$ cat src/rtl/uart_rx_if.sv
// rtl/uart_rx_if.sv - receive-byte handshake bundle between uart_rx and its consumer
interface uart_rx_if;
    logic [7:0] Rx_data;
    logic       Rx_valid;
    logic       Rx_ready;
    logic       Parity_err;
    logic       Frame_err;

    modport master (
        output Rx_data,
        output Rx_valid,
        output Parity_err,
        output Frame_err,
        input  Rx_ready
    );

    modport slave (
        input  Rx_data,
        input  Rx_valid,
        input  Parity_err,
        input  Frame_err,
        output Rx_ready
    );
endinterface

$ cat src/rtl/uart_rx.sv
// rtl/uart_rx.sv - UART receiver: 8 data bits, parity, 1/2 stop bits, one-entry holding register
module uart_rx #(
    parameter int BAUD_DIVISOR = 868
) (
    input  logic        clk,
    input  logic        rst,
    input  logic        Rx_in,
    input  logic        Two_stop,
    input  logic        Odd_parity,
    input  logic        Err_clr,
    output logic        Overrun,
    output logic        Rx_busy,
    uart_rx_if.master   bus
);
    localparam logic [13:0] HALF_CNT = 14'(BAUD_DIVISOR / 2);
    localparam logic [13:0] LAST_CNT = 14'(BAUD_DIVISOR - 1);

    typedef enum logic [2:0] {IDLE, START, DATA, PARITY, STOP1, STOP2} state_t;

    state_t      state, state_n;
    logic        rx_m, rx_s, rx_prev;
    logic [13:0] baud_count;
    logic [2:0]  bit_count;
    logic [7:0]  shift;
    logic        two_stop_l, odd_l;
    logic        par_err_acc, frm_err_acc;
    logic [7:0]  data_q;
    logic        valid_q, perr_q, ferr_q;

    logic fall, half_hit, last_hit;
    logic start_det, data_go, cnt_clr, shift_en, par_en, stop_en, done;
    logic frame_bad;

    assign fall     = rx_prev & ~rx_s;
    assign half_hit = (baud_count == HALF_CNT);
    assign last_hit = (baud_count == LAST_CNT);

    always_ff @(posedge clk or posedge rst) begin
        if (rst) state <= IDLE;
        else     state <= state_n;
    end

    always_comb begin
        state_n   = state;
        start_det = 1'b0;
        data_go   = 1'b0;
        cnt_clr   = 1'b0;
        shift_en  = 1'b0;
        par_en    = 1'b0;
        stop_en   = 1'b0;
        done      = 1'b0;
        case (state)
            IDLE: begin
                if (fall) begin
                    start_det = 1'b1;
                    state_n   = START;
                end
            end
            START: begin
                if (half_hit) begin
                    if (rx_s) begin
                        state_n = IDLE;
                    end else begin
                        data_go = 1'b1;
                        cnt_clr = 1'b1;
                        state_n = DATA;
                    end
                end
            end
            DATA: begin
                if (last_hit) begin
                    shift_en = 1'b1;
                    cnt_clr  = 1'b1;
                    if (bit_count == 3'd7) state_n = PARITY;
                end
            end
            PARITY: begin
                if (last_hit) begin
                    par_en  = 1'b1;
                    cnt_clr = 1'b1;
                    state_n = STOP1;
                end
            end
            STOP1: begin
                if (last_hit) begin
                    stop_en = 1'b1;
                    cnt_clr = 1'b1;
                    if (two_stop_l) begin
                        state_n = STOP2;
                    end else begin
                        done    = 1'b1;
                        state_n = IDLE;
                    end
                end
            end
            STOP2: begin
                if (last_hit) begin
                    stop_en = 1'b1;
                    cnt_clr = 1'b1;
                    done    = 1'b1;
                    state_n = IDLE;
                end
            end
            default: state_n = IDLE;
        endcase
    end

    // The final stop sample must reach the held flag on the same edge the byte loads.
    assign frame_bad = frm_err_acc | (stop_en & ~rx_s);

    always_ff @(posedge clk or posedge rst) begin
        if (rst) begin
            rx_m        <= 1'b1;
            rx_s        <= 1'b1;
            rx_prev     <= 1'b1;
            baud_count  <= '0;
            bit_count   <= '0;
            shift       <= '0;
            two_stop_l  <= 1'b0;
            odd_l       <= 1'b0;
            par_err_acc <= 1'b0;
            frm_err_acc <= 1'b0;
            data_q      <= '0;
            valid_q     <= 1'b0;
            perr_q      <= 1'b0;
            ferr_q      <= 1'b0;
            Overrun     <= 1'b0;
        end else begin
            rx_m    <= Rx_in;
            rx_s    <= rx_m;
            rx_prev <= rx_s;

            if (state == IDLE || cnt_clr) baud_count <= '0;
            else                          baud_count <= baud_count + 14'd1;

            if (start_det) begin
                two_stop_l  <= Two_stop;
                odd_l       <= Odd_parity;
                par_err_acc <= 1'b0;
                frm_err_acc <= 1'b0;
            end
            if (data_go) bit_count <= '0;
            if (shift_en) begin
                shift     <= {rx_s, shift[7:1]};
                bit_count <= bit_count + 3'd1;
            end
            if (par_en) par_err_acc <= (^shift) ^ odd_l ^ rx_s;
            if (stop_en && !rx_s) frm_err_acc <= 1'b1;

            if (done && (!valid_q || bus.Rx_ready)) begin
                data_q  <= shift;
                perr_q  <= par_err_acc;
                ferr_q  <= frame_bad;
                valid_q <= 1'b1;
            end else if (valid_q && bus.Rx_ready) begin
                valid_q <= 1'b0;
            end

            if (done && valid_q && !bus.Rx_ready) Overrun <= 1'b1;
            else if (Err_clr)                     Overrun <= 1'b0;
        end
    end

    assign bus.Rx_data    = data_q;
    assign bus.Rx_valid   = valid_q;
    assign bus.Parity_err = perr_q;
    assign bus.Frame_err  = ferr_q;
    assign Rx_busy        = (state != IDLE);
endmodule

$ cat src/flat_wrapper.sv
// flat-port wrapper written by rule: the top's interface ports become plain ports
module uart_rx_flat 
#(
    parameter int BAUD_DIVISOR = 868
)
  (clk, rst, Rx_in, Two_stop, Odd_parity, Err_clr, Overrun, Rx_busy, bus_Rx_data, bus_Rx_valid, bus_Parity_err, bus_Frame_err, bus_Rx_ready);
  uart_rx_if bus_i ();
  input  logic clk;
  input  logic rst;
  input  logic Rx_in;
  input  logic Two_stop;
  input  logic Odd_parity;
  input  logic Err_clr;
  output logic Overrun;
  output logic Rx_busy;
  output wire logic [$bits(bus_i.Rx_data)-1:0] bus_Rx_data;
  output wire logic [$bits(bus_i.Rx_valid)-1:0] bus_Rx_valid;
  output wire logic [$bits(bus_i.Parity_err)-1:0] bus_Parity_err;
  output wire logic [$bits(bus_i.Frame_err)-1:0] bus_Frame_err;
  input wire logic [$bits(bus_i.Rx_ready)-1:0] bus_Rx_ready;
  assign bus_Rx_data = bus_i.Rx_data;
  assign bus_Rx_valid = bus_i.Rx_valid;
  assign bus_Parity_err = bus_i.Parity_err;
  assign bus_Frame_err = bus_i.Frame_err;
  assign bus_i.Rx_ready = bus_Rx_ready;
  uart_rx #(.BAUD_DIVISOR(BAUD_DIVISOR)) u_core (.clk(clk), .rst(rst), .Rx_in(Rx_in), .Two_stop(Two_stop), .Odd_parity(Odd_parity), .Err_clr(Err_clr), .Overrun(Overrun), .Rx_busy(Rx_busy), .bus(bus_i));
endmodule
$ cat config.mk
export PLATFORM = sky130hd
export DESIGN_NAME = uart_rx_flat
export DESIGN_NICKNAME = d
export VERILOG_FILES = /design/src/rtl/uart_rx_if.sv /design/src/rtl/uart_rx.sv /design/src/flat_wrapper.sv
export SDC_FILE = /design/constraint.sdc
export NUM_CORES = 1
export LEC_CHECK = 0
export ABC_AREA = 1
export CAP_MARGIN = 5
export CELL_PAD_IN_SITES_DETAIL_PLACEMENT = 1
export CELL_PAD_IN_SITES_GLOBAL_PLACEMENT = 2
export CORE_MARGIN = 2
export CORE_UTILIZATION = 34
export DETAILED_ROUTE_END_ITERATION = 8
export PLACE_DENSITY = 0.89
export SLEW_MARGIN = 30
export SYNTH_ARGS = -nofsm -noshare
export SYNTH_HDL_FRONTEND = slang
export SYNTH_SLANG_ARGS = --single-unit
$ cat constraint.sdc
create_clock -name clk -period 2.1 [get_ports clk]
set_input_delay 0.42 -clock clk [delete_from_list [all_inputs] [get_ports clk]]
set_output_delay 0.42 -clock clk [all_outputs]
set_load 0.005 [all_outputs]
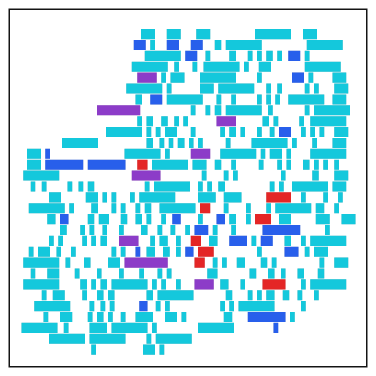
Run 1: sizing map
Drawn at 4 px/um.
- blue: x2 (cells 24; share 7.3%)
- cyan: x1 and smaller (cells 291; share 88%)
- purple: x6 and larger (cells 8; share 2.4%)
- red: x3 and x4 (cells 8; share 2.4%)

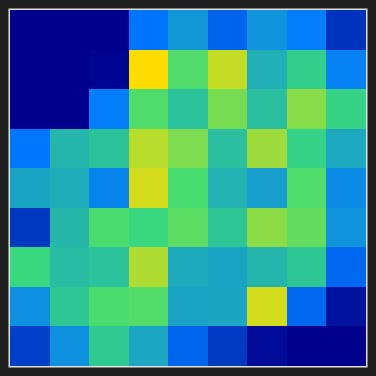
Run 1: placement density heat map
Drawn at 4 px/um. 9 x 9 tiles, from dark blue (low) to red (high), 0 to 100% covered.
- densest ninth of the die: centre
- mean over tiles: 36%
- tiles over 75% full: 1.2%
- fullest tile: 75%

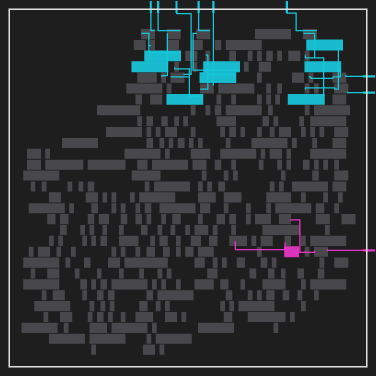
Run 1: I/O nets highlighted
Drawn at 4 px/um.
- magenta: `Rx_busy` (bits 1; direction output; end cells 1; buffers 1; wire 42.4 um)
- cyan: `bus_Rx_data` (bits 8; direction output; end cells 8; buffers 8; wire 225 um)
port bufs: 19
count of pins on the block boundary: 20

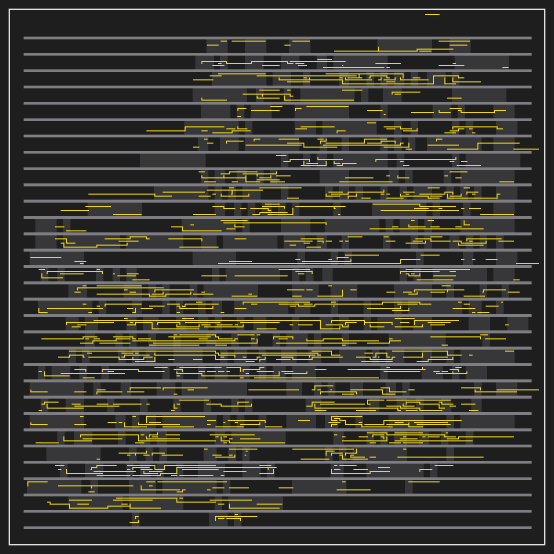
Run 1: signal wires on met1
Drawn at 6 px/um. Supply wires on this layer in grey.
- main direction: horizontal
- nets with wire on the layer: 312
- wire length on this layer: 2670 um
- share of all routed wire: 48%
total number of vias: 2002
aggregate routed wire length: 5.60 mm
global-route met1 utilization: 21.1%

==> impl.org, run 1 <==
#+TITLE: Synthesis and PnR summary

** Status
- Result of the run :: finished clean

** Clocking
- In this run, CTS created clock tree buffers numbering 5.
- After clock tree synthesis, the setup repair step added 0 buffers.
- Latency at later pin :: a little over 0.3 ns
- The clock tree has to reach 47 sinks.

** Floorplanning
- Die Wd :: ~89 um

** Worst setup path
- In this design, the stage delay of the slowest critical-path cell is around 0.48 ns.
- End point of the critical path :: Rx_busy
- The cell sequence reported for the critical path is inv_1, nand3_2, clkdlybuf4s50_1.
- Per STA, the worst path accumulates the most delay in the family buffers and inverters.
- Crit path from :: u_core.state[1]$_DFFE_PP0P_

** Power and ir drop
- Power attributed to the clock group is 0.806 mW.
- Sequential power for this build is around 1.1 mW.
- Per report_power, the Combinational row totals about 0.60 mW.

** Drt
- Remaining DRCs :: 0
- Highest Signal Layer :: met4

** Cells and area
- Share of cell area taken by flip-flops and latches :: 40.3%
- In the final layout, the share of cells above drive strength 1 is between 10% and 20%.
- Clock buffer cells :: 5
- Flip-flop count of the largest register after layout :: 14
- Repair and plain buffers :: 23
- More flip-flops sit in one register than any other, and that register is u_core.baud_count.
- Sequential cell area :: 1180 um^2
- The finished layout reports a core utilization of between 40 and 50%.

** Global routing
- Number of antenna violations at the first check in global routing :: 0
- The number of global-route vias before repair came to slightly above 2000.

** Synthesis
- Seq/Total Area, Yosys :: 48.0%
- In the Yosys report the total cell count is 303.
- Simple logic cell fraction of the synthesized area :: 29.1%
- The cell type that accounts for the most area after synthesis is dfrtp_1.
- In this run the biggest area consumer among cell types represents 44.8% of the synthesized area.

** Final timing
- Worst-margin pin slew :: around 0.37 ns
- Worst-case headroom to the max-slew limit :: ~75%
- Setup repair after global routing missed its margin :: no
- Shortest period the worst path allows :: 2.00 ns
- The final timing report lists a max-slew violation count of 0.

** Hold path
- Worst min-delay path startpoint :: u_core.rx_m$_DFF_PP1_

** Placement
- The placement summary gives the final routability congestion estimate as slightly below 0.9.
Run 1, cell outlines without signal wires:
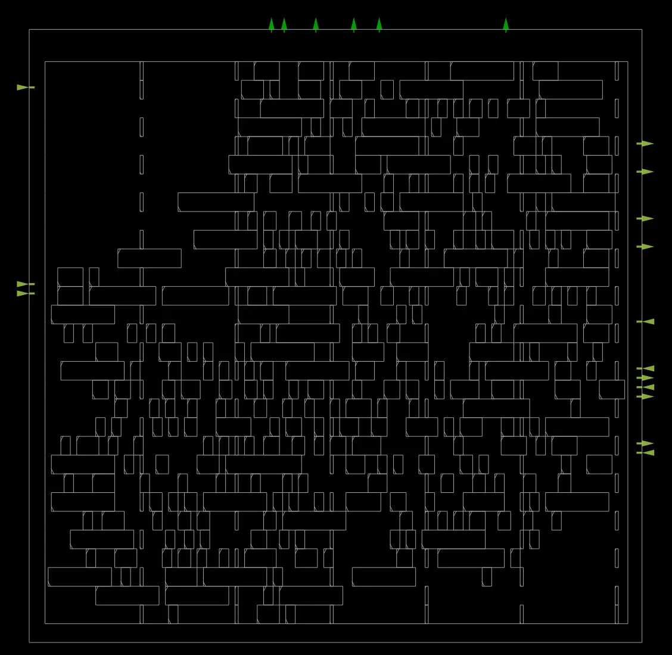

==> run 1 -> run 2 <==
--- a/config.mk
+++ b/config.mk
@@ -13,6 +13,7 @@
 export CORE_UTILIZATION = 34
 export DETAILED_ROUTE_END_ITERATION = 8
 export PLACE_DENSITY = 0.89
+export RECOVER_POWER = 50
 export SLEW_MARGIN = 30
 export SYNTH_ARGS = -nofsm -noshare
 export SYNTH_HDL_FRONTEND = slang
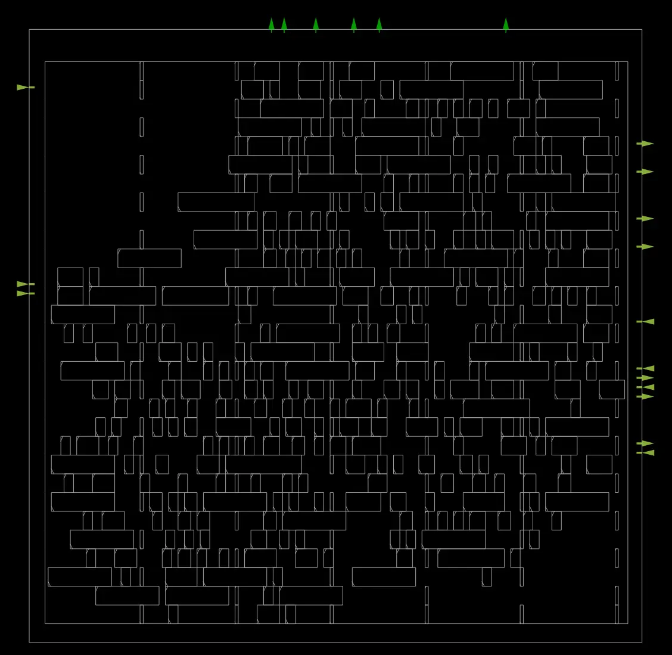
Run 2: cell outlines without signal wires
count of fill cells added during filler insertion: 855
share of cell area taken by flip-flops and latches: 40.6%
count of sequential standard cells: 47
Core Box Area: 6910 um^2

==> run 2 against run 1 <==
Die area unchanged. Synthesized cell count unchanged. Register-to-register slack about the same. Maximum frequency decreased by 0.12%. Non-clock buffer count unchanged. Critical path type unchanged. Critical endpoint unchanged. Largest cell class unchanged. Largest power group unchanged.
==> impl.org, run 2 <==
#+TITLE: Synthesis and PnR summary

** Status
- Result of the run :: finished clean

** Clocking
- After clock tree synthesis, the setup repair step added 0 buffers.
- Number of buffers added by the clock tree synthesis step :: 5
- Latency at later pin :: roughly 0.31 ns
- Clock Tree Buf Depth :: 2
- TritonCTS built the clock tree.
- For this design, the sink count on the clock tree is approximately 47.

** Synthesis
- Yosys instantiated no cell more often than nand2_1.
- The synthesized netlist was found by Yosys to have slightly above 300 cells.
- Share of Yosys cell area claimed by the top area cell type :: 44.8%
- Seq/Total Area, Yosys :: approximately half
- The synthesized netlist devotes 29.1% of its cell area to simple gates.
- Cell type contributing the most total cell area after synthesis :: dfrtp_1
- Cell Type Count :: 31
- Share of synthesized cell area in full adder, half adder and majority cells :: under 10%

** Worst setup path
- Crit path from :: u_core.state[1]$_DFFE_PP0P_
- Traced cell by cell, the critical path runs through inv_1, nand3_2, clkdlybuf4s50_1.
- Worst-case reg-to-reg path depth :: 10
- According to the timing report, the arrival time at the worst endpoint equals around 1.6 ns.
- The critical path ends at Rx_busy.
- Worst stage delay on the critical path :: approximately 0.48 ns
- Kind of cell adding the most delay to the critical path :: buffers and inverters

** Final timing
- Setup repair after global routing left no endpoint under its margin.
- Shortest period the worst path allows :: 2.00 ns
- For reference, the final report shows the max-slew violation count at 0.
- The max-slew check reports its worst relative slack as roughly half.
- Worst-margin pin slew :: around 0.76 ns

** Power and ir drop
- Power attributed to combinational cells is between 0.5 and 0.6 mW.
- Worst voltage drop across the vdd grid :: 0.270 mV
- Pwr/cell area :: about 850 nW/um^2
- Power consumed by sequential cells :: about 1.1 mW
- The clock network consumes a total of 0.806 mW.

** Cells and area
- Per the layout report, the design carries 23 non-clock buffers.
- Register bank with the most flops :: u_core.baud_count
- Cells with a size suffix above 1 make up between 10% and 20% of the layout.
- Final core utilization :: between 40 and 50%
- Flip-flop count of the largest register after layout :: 14
- Most frequently placed logic cells in the final layout :: nand2_1 (76), nor2_1 (45), dfrtp_1 (43), inv_1 (39), clkdlybuf4s50_1 (17)
- Clock buffer cells :: 5
- Combinational share of cell area :: a little under two fifths

** Floorplanning
- According to the floorplan report, the die width is 89.0 um.
- In this run the count of I/O pins placed on the die edge is 20.

** Drt
- After detailed routing, the average wire length per cell comes to roughly 13 um.
- The highest layer touched by signal routing is met4.
- According to the report, the first pass of detailed routing completed in 4 iterations.
- Detailed routing inserted a total of roughly 2000 vias.
- For this run, design rule violations remaining after detail routing come to 0.
- In the post-route report, total wirelength is listed as around 5.6 mm.
- The detailed router reports a met3 wire length of approximately 160 um.

** Placement
- Once detailed placement completed, the half-perimeter wirelength came to roughly 4.4 mm.
- Port bufs :: 19

** Global routing
- The number of global-route vias before repair is slightly above 2000.
- Number of antenna violations at the first check in global routing :: 0
- On met1, the global router reports a usage of a little over a fifth.

** Hold path
- The startpoint identified for the worst hold timing path is u_core.rx_m$_DFF_PP1_.
==> run 2 -> run 3 <==
--- a/config.mk
+++ b/config.mk
@@ -14,7 +14,7 @@
 export DETAILED_ROUTE_END_ITERATION = 8
 export PLACE_DENSITY = 0.89
 export RECOVER_POWER = 50
-export SLEW_MARGIN = 30
+export SLEW_MARGIN = 40
 export SYNTH_ARGS = -nofsm -noshare
 export SYNTH_HDL_FRONTEND = slang
 export SYNTH_SLANG_ARGS = --single-unit
==> run 3 against run 2 <==
Via count unchanged. Setup slack is the same. Combinational power hardly changed. Maximum frequency unchanged. Largest power group unchanged.
==> impl.org, run 3 <==
#+TITLE: Synthesis and PnR summary

** Status
- The flow ran to the end, and the final reports show no timing, DRC or antenna violations.

** Synthesis
- Cell Type Count :: 31
- Share of Yosys cell area claimed by the top area cell type :: between 40 and 50%
- dfrtp_1 takes more of the synthesized area than any other cell.
- Cell with the most instances after synthesis :: nand2_1
- Seq/Total Area, Yosys :: approximately half
- In this run, the synthesized area fraction spent on adder and majority cells is recorded as slightly above 2%.
- For reference, simple AND, OR, NAND and NOR cells occupy 29.1% of the area reported after synthesis.

** Clocking
- Looking at the clock tree report, the maximum root-to-sink buffer count equals 2.
- Latency at later pin :: 0.31 ns
- Post-CTS timing repair inserted 0 buffers for setup.
- CTS tree :: built
- The number of clock sinks came to ~47.

** Floorplanning
- Die Wd :: between 80 and 90 um
- Count of pins on the block boundary :: 20
- Core Box Area :: about 7000 um^2

** Power and ir drop
- For the sequential group, total power comes out at ~1.1 mW.
- Worst voltage drop across the vdd grid :: around 0.27 mV
- The flow reports power dissipated in combinational cells as 0.595 mW.
- Pwr/cell area :: roughly 850 nW/um^2

** Drt
- Highest Signal Layer :: met4
- According to the report, the first pass of detailed routing completed in 4 iterations.
- Per the detail_route report, routed wire per instance is 13.1 um.
- The routed layout has ~2000 vias.
- Remaining DRCs :: 0
- Aggregate routed wire length :: ~5.6 mm
- The routed design uses 157 um of met3 wire.

** Worst setup path
- Data arrival time at the worst-slack endpoint :: 1.58 ns
- Worst-case reg-to-reg path depth :: 10
- Grouping stages by cell kind, the critical path spends the most delay in buffers and inverters.
- End point of the critical path :: Rx_busy

** Cells and area
- Flip-flop count of the largest register after layout :: 14
- Repair and plain buffers :: 23
- u_core.baud_count holds more flip-flops than any other register.
- Multi-input logic gates represent a cell area share of 37.9%.
- Sequential cell area :: roughly 1200 um^2
- Per the cell usage report, the commonest logic cells after layout are nand2_1 (76), nor2_1 (45), dfrtp_1 (43), inv_1 (39), clkdlybuf4s50_1 (17).
- Counting the clock-network buffers in the layout gives 5.
- Cells with a size suffix above 1 make up between 10% and 20% of the layout.
- Count of fill cells added during filler insertion :: between 800 and 900

** Global routing
- Vias in the first global route :: just over 2000
- Global-route met1 utilization :: between 20% and 30%
- The initial antenna violation count was 0.

** Final timing
- Pins Over Slew Limit :: 0
- Setup repair after global routing left no endpoint under its margin.
- Subtracting the final worst setup slack from the clock period gives 2.00 ns.
- Worst-margin pin slew :: about 0.76 ns
- Headroom to the max-slew limit came out at 49.1%.

** Placement
- At the end of routability-driven placement, the weighted congestion stood at just under 0.9.

** Hold path
- Worst min-delay path startpoint :: u_core.rx_m$_DFF_PP1_
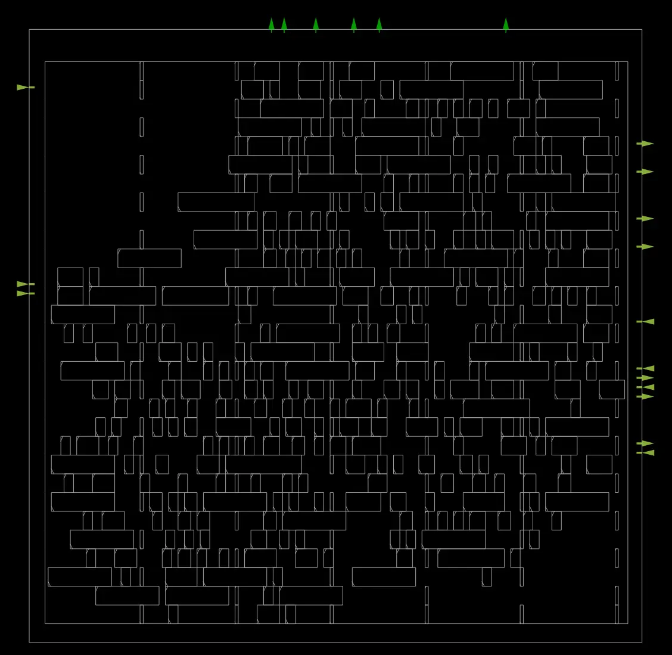
Run 3: cell outlines without signal wires
std cell rows: 30
final core utilization: 42.1%

Power is estimated from default activity; no workload was simulated.
